## src/rtl/pll_drp_sequencer.sv

```systemverilog
`default_nettype none
// ============================================================================
// Module   : pll_drp_sequencer
// Brief    : Power-on reset and masked read-modify-write DRP reconfiguration
//            sequencer for a 7-series PLL, with a qualified LOCKED output.
// Revision : 1.0 - initial release
// ============================================================================
module pll_drp_sequencer #(
  parameter int RST_CYCLES   = 8,
  parameter int DRDY_TIMEOUT = 64,
  parameter int LOCK_TIMEOUT = 65535
) (
  input  logic        refclk,
  input  logic        rst_n,
  input  logic        cmd_valid,
  output logic        cmd_ready,
  input  logic [6:0]  cmd_addr,
  input  logic [15:0] cmd_data,
  input  logic [15:0] cmd_mask,
  input  logic        cmd_last,
  output logic        busy,
  output logic        done,
  output logic        err,
  output logic [1:0]  err_code,
  output logic        locked_o,
  output logic        pll_rst,
  input  logic        pll_locked,
  output logic        drp_den,
  output logic        drp_dwe,
  output logic [6:0]  drp_daddr,
  output logic [15:0] drp_di,
  input  logic [15:0] drp_do,
  input  logic        drp_drdy
);

  localparam int               CNT_W       = 16;
  localparam logic [CNT_W-1:0] C_RST_LAST  = CNT_W'(RST_CYCLES - 1);
  localparam logic [CNT_W-1:0] C_DRDY_LAST = CNT_W'(DRDY_TIMEOUT - 1);
  localparam logic [CNT_W-1:0] C_LOCK_LAST = CNT_W'(LOCK_TIMEOUT - 1);
  localparam logic [CNT_W-1:0] C_CNT_MAX   = '1;
  localparam logic [1:0]       C_ERR_NONE  = 2'd0;
  localparam logic [1:0]       C_ERR_DRDY  = 2'd1;
  localparam logic [1:0]       C_ERR_LOCK  = 2'd2;

  typedef enum logic [3:0] {
    ST_INIT      = 4'd0,
    ST_IDLE      = 4'd1,
    ST_RD        = 4'd2,
    ST_WAIT_RD   = 4'd3,
    ST_WR        = 4'd4,
    ST_WAIT_WR   = 4'd5,
    ST_ACCEPT    = 4'd6,
    ST_RELEASE   = 4'd7,
    ST_WAIT_LOCK = 4'd8
  } state_t;

  state_t           r_state;
  state_t           w_state_next;
  logic [CNT_W-1:0] r_cnt;
  logic             r_lock_meta;
  logic             r_lock_s;
  logic [6:0]       r_addr;
  logic [15:0]      r_data;
  logic [15:0]      r_mask;
  logic             r_last;
  logic             r_por;
  logic             r_abort;
  logic [15:0]      r_di;
  logic             r_pll_rst;
  logic             r_den;
  logic             r_dwe;
  logic             r_done;
  logic             r_err;
  logic [1:0]       r_err_code;

  logic             w_cmd_ready;
  logic             w_accept;
  logic             w_drdy_to;
  logic             w_lock_to;
  logic             w_lock_ok;
  logic             w_pll_rst_next;
  logic [15:0]      w_new;

  assign w_cmd_ready = (r_state == ST_IDLE) || (r_state == ST_ACCEPT);
  assign w_accept    = cmd_valid & w_cmd_ready;
  // Mask bit 1 keeps the value read from the PLL, 0 takes the command bit.
  assign w_new       = (drp_do & r_mask) | (r_data & ~r_mask);

  always_comb begin
    w_state_next = r_state;
    w_drdy_to    = 1'b0;
    w_lock_to    = 1'b0;
    w_lock_ok    = 1'b0;
    case (r_state)
      ST_INIT: begin
        if (r_cnt == C_RST_LAST) w_state_next = ST_WAIT_LOCK;
      end
      ST_IDLE: begin
        if (cmd_valid) w_state_next = ST_RD;
      end
      ST_RD: begin
        w_state_next = ST_WAIT_RD;
      end
      ST_WAIT_RD: begin
        if (drp_drdy) begin
          w_state_next = ST_WR;
        end else if (r_cnt == C_DRDY_LAST) begin
          w_drdy_to    = 1'b1;
          w_state_next = ST_WAIT_LOCK;
        end
      end
      ST_WR: begin
        w_state_next = ST_WAIT_WR;
      end
      ST_WAIT_WR: begin
        if (drp_drdy) begin
          w_state_next = r_last ? ST_RELEASE : ST_ACCEPT;
        end else if (r_cnt == C_DRDY_LAST) begin
          w_drdy_to    = 1'b1;
          w_state_next = ST_WAIT_LOCK;
        end
      end
      ST_ACCEPT: begin
        if (cmd_valid) w_state_next = ST_RD;
      end
      ST_RELEASE: begin
        w_state_next = ST_WAIT_LOCK;
      end
      ST_WAIT_LOCK: begin
        if (r_lock_s) begin
          w_lock_ok    = 1'b1;
          w_state_next = ST_IDLE;
        end else if (r_cnt == C_LOCK_LAST) begin
          w_lock_to    = 1'b1;
          w_state_next = ST_IDLE;
        end
      end
      default: begin
        w_state_next = ST_INIT;
      end
    endcase
  end

  // The PLL is only out of reset while waiting for lock or running in IDLE.
  always_comb begin
    w_pll_rst_next = 1'b1;
    case (w_state_next)
      ST_IDLE, ST_RELEASE, ST_WAIT_LOCK: w_pll_rst_next = 1'b0;
      default:                           w_pll_rst_next = 1'b1;
    endcase
  end

  always_ff @(posedge refclk or negedge rst_n) begin
    if (!rst_n) begin
      r_state     <= ST_INIT;
      r_cnt       <= '0;
      r_lock_meta <= 1'b0;
      r_lock_s    <= 1'b0;
      r_addr      <= '0;
      r_data      <= '0;
      r_mask      <= '0;
      r_last      <= 1'b0;
      r_por       <= 1'b1;
      r_abort     <= 1'b0;
      r_di        <= '0;
      r_pll_rst   <= 1'b1;
      r_den       <= 1'b0;
      r_dwe       <= 1'b0;
      r_done      <= 1'b0;
      r_err       <= 1'b0;
      r_err_code  <= C_ERR_NONE;
    end else begin
      r_state     <= w_state_next;
      r_lock_meta <= pll_locked;
      r_lock_s    <= r_lock_meta;

      // One counter serves every timed state; it restarts on each state change.
      if (w_state_next != r_state) begin
        r_cnt <= '0;
      end else if (r_cnt != C_CNT_MAX) begin
        r_cnt <= r_cnt + CNT_W'(1);
      end

      r_pll_rst <= w_pll_rst_next;
      r_den     <= (w_state_next == ST_RD) || (w_state_next == ST_WR);
      r_dwe     <= (w_state_next == ST_WR);
      r_done    <= w_lock_ok & ~r_por & ~r_abort;
      r_err     <= w_drdy_to | w_lock_to;

      if (w_accept) begin
        r_addr     <= cmd_addr;
        r_data     <= cmd_data;
        r_mask     <= cmd_mask;
        r_last     <= cmd_last;
        r_por      <= 1'b0;
        r_abort    <= 1'b0;
        r_err_code <= C_ERR_NONE;
      end

      if ((r_state == ST_WAIT_RD) && drp_drdy) begin
        r_di <= w_new;
      end

      if (w_drdy_to) begin
        r_abort    <= 1'b1;
        r_err_code <= C_ERR_DRDY;
      end

      if (w_lock_to) begin
        r_err_code <= C_ERR_LOCK;
      end
    end
  end

  assign cmd_ready = w_cmd_ready;
  assign busy      = (r_state != ST_IDLE);
  assign locked_o  = r_lock_s & (r_state == ST_IDLE);
  assign done      = r_done;
  assign err       = r_err;
  assign err_code  = r_err_code;
  assign pll_rst   = r_pll_rst;
  assign drp_den   = r_den;
  assign drp_dwe   = r_dwe;
  assign drp_daddr = r_addr;
  assign drp_di    = r_di;

endmodule
`default_nettype wire

```

## config.mk

```make
export PLATFORM = sky130hd
export DESIGN_NAME = pll_drp_sequencer
export DESIGN_NICKNAME = d
export VERILOG_FILES = /design/src/rtl/pll_drp_sequencer.sv
export SDC_FILE = /design/constraint.sdc
export NUM_CORES = 1
export LEC_CHECK = 0
export ABC_AREA = 0
export CAP_MARGIN = 20
export CORE_ASPECT_RATIO = 1.25
export CORE_MARGIN = 2
export CORE_UTILIZATION = 45
export CTS_CLUSTER_DIAMETER = 150
export DETAILED_ROUTE_END_ITERATION = 16
export GPL_ROUTABILITY_DRIVEN = 0
export PLACE_DENSITY_LB_ADDON = 0.05
export REMOVE_ABC_BUFFERS = 1
export SLEW_MARGIN = 10
export SYNTH_ARGS = -nofsm -noshare
export SYNTH_HDL_FRONTEND = slang
export SYNTH_SLANG_ARGS = --single-unit
```

## constraint.sdc

```tcl
create_clock -name refclk -period 2.2 [get_ports refclk]
set_input_delay 0.22 -clock refclk [delete_from_list [all_inputs] [get_ports refclk]]
set_output_delay 0.22 -clock refclk [all_outputs]
set_load 0.1 [all_outputs]
```

==> impl_metrics.json, run 1 <==
{
  "status": "finished clean",
  "top_area_frac": 0.5262,
  "comb-power_w": 0.00443,
  "antenna_found_initial": 0,
  "cts_tree": "built",
  "drt_iter0_markers": 135,
  "final_common_cell": "dfrtp_1",
  "grt_use_met1": 0.2407,
  "startpoint": "r_cnt[0]$_DFFE_PN0P_",
  "grt_usage": 0.1953,
  "die_area_sq_um": 9763,
  "cts_made_buffers": 9,
  "via_per_inst": 5.049,
  "rsz0062_at_grt": "true",
  "initCoreUtil": 0.4646,
  "dominant_cells": "sequential cells",
  "synth.area.mux_share": 0.1560,
  "finalMaxSlewViolations": 0,
  "hp-class": "primary input to register",
  "buffer_area_frac": 0.2362,
  "nWellTaps": 120,
  "layout_top_cells": "81 x dfrtp_1, 77 x buf_4, 59 x clkdlybuf4s50_1, 40 x mux2_2, 34 x nand2_1",
  "relSlewSlack": 0.6547,
  "cts_hold_buf": 1
}
**Run 1: metal 1**

The bar under the picture is 20 um long. Supply wires on this layer in gray.
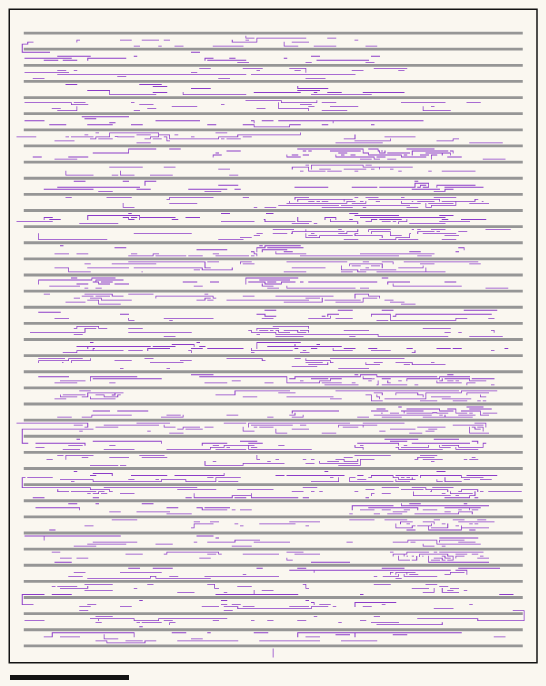
The wires run mostly horizontal. The layer holds 42% of the routed length.

**Run 1: M2 wires**

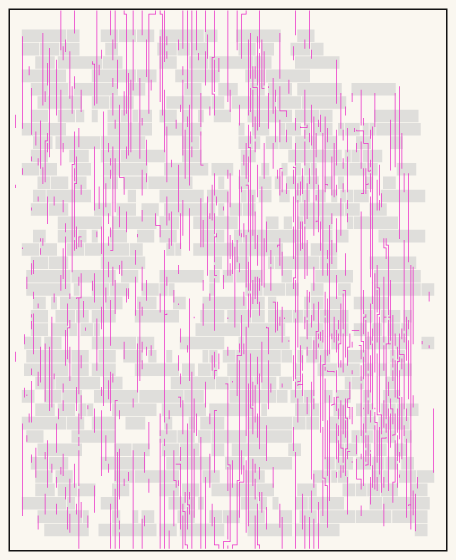
The layer holds 51% of the routed length. The longest straight run is 59.8 um.
routed via count: 3,120
GR Layer Usage met2: 0.3209
Detailed Route WL: 9.073 mm

**Run 1: the metal 3 layer**

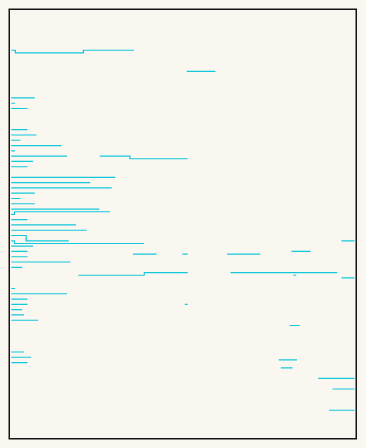
The layer holds 5.9% of the routed length. The layer carries 534 um of wire.
M3 GR Usage: 0.06701

**Run 1: placement by cell class**

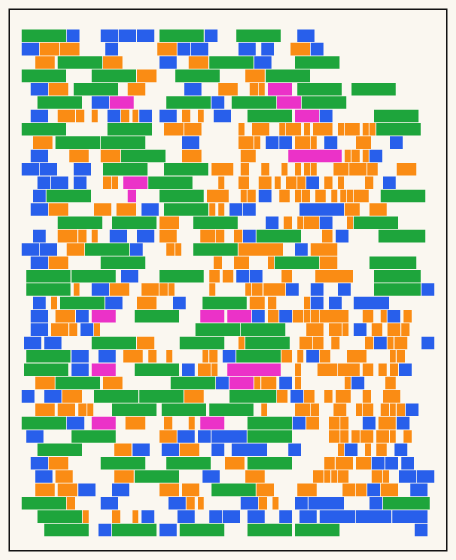
Key: blue = remaining buffers and delay cells [cells 145, share of their area 24%]; green = registers [cells 87, share of their area 39%]; orange = remaining logic cells [cells 251, share of their area 32%]; magenta = clock drivers and dummy loads [cells 15, share of their area 4.2%]
sequential share of cell area: 0.3840
# rows: 38
fin area: 5689 sq um
Core ar.: 8701 sq um
Util after Layout: 0.6539

**Run 1: track usage over the die**

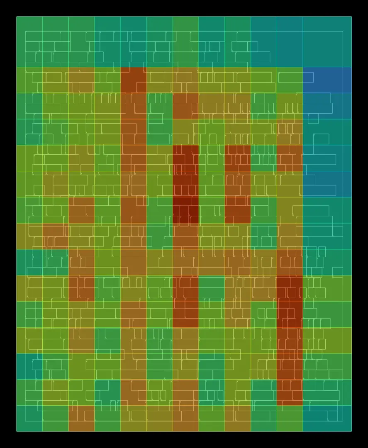

--- run 2 (diff from run 1) ---
- SKIP_LAST_GASP: default -> 1
**Run 2: track usage over the die**

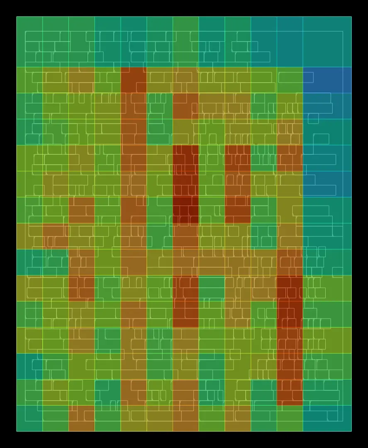
DR WL/cell: 14.65 um
busiest grt layer: met2

==> run 2 against run 1 <==
  * Cell count stayed put
  * Global-route usage stayed put
  * Highest routed layer unchanged
  * Clock power hardly changed
  * Fmax is 0.28% higher
  * Critical path type unchanged
  * Critical path depth stayed put
  * Die area stayed put
  * Register-to-register slack hardly changed
  * Worst setup slack better by 0.0060 ns
==> impl_metrics.json, run 2 <==
{
  "hold_path.startpoint": "pll_locked",
  "pwr.group.clock_w": 0.00127,
  "synth.area.mux_share": 0.1560,
  "ys_area_sq_um": 4043,
  "dp_hpwl_mm": 6.493,
  "dominant_cells": "sequential cells",
  "cts_made_buffers": 9,
  "fin_area_sq_um": 5689,
  "comb-power_w": 0.00443,
  "final_common_cell": "dfrtp_1",
  "routed_wl_mm": 9.051,
  "area_leaders": "dfrtp_1 53%, mux2_2 11%, mux2i_1 4.5%",
  "wl_met3_um": 524,
  "grt_usage": 0.1953,
  "fin_skew_ns": 0.009704,
  "seq_area_frac": 0.3840,
  "comb_power_share": 0.537,
  "end_kind": "register",
  "vias": 3125,
  "top_area_frac": 0.5262,
  "clkCellAreaFrac": 0.04047,
  "synthFlopType": "dfrtp_1",
  "antenna_found_initial": 0,
  "hold_depth": 1,
  "via_per_inst": 5.057,
  "dp.cells": 598,
  "core_sq_um": 8701,
  "rsz0062_at_grt": "true",
  "finish.utilization": 0.6539,
  "n_all_inverters": 7,
  "yosys.area_share.aoi": 0.07830,
  "r2r_end": "r_cnt[12]$_DFFE_PN0P_",
  "met2_usage": 0.3209,
  "cts_tree": "built",
  "use_met3": 0.06701,
  "relSlewSlack": 0.6594,
  "buffer_area_frac": 0.2362,
  "max-vdd-ir-drop_mv": 1.102,
  "initCoreUtil": 0.4646,
  "drt_iter0_markers": 141,
  "die_area_sq_um": 9763,
  "rr_worst_depth": 9,
  "finalMaxSlewViolations": 0,
  "hp-class": "primary input to register",
  "nWellTaps": 120,
  "startpoint": "r_cnt[0]$_DFFE_PN0P_",
  "status": "finished clean",
  "drive_gt1_frac": 0.3313,
  "path_max_fanout": 8
}
Power is estimated from default activity; no workload was simulated.
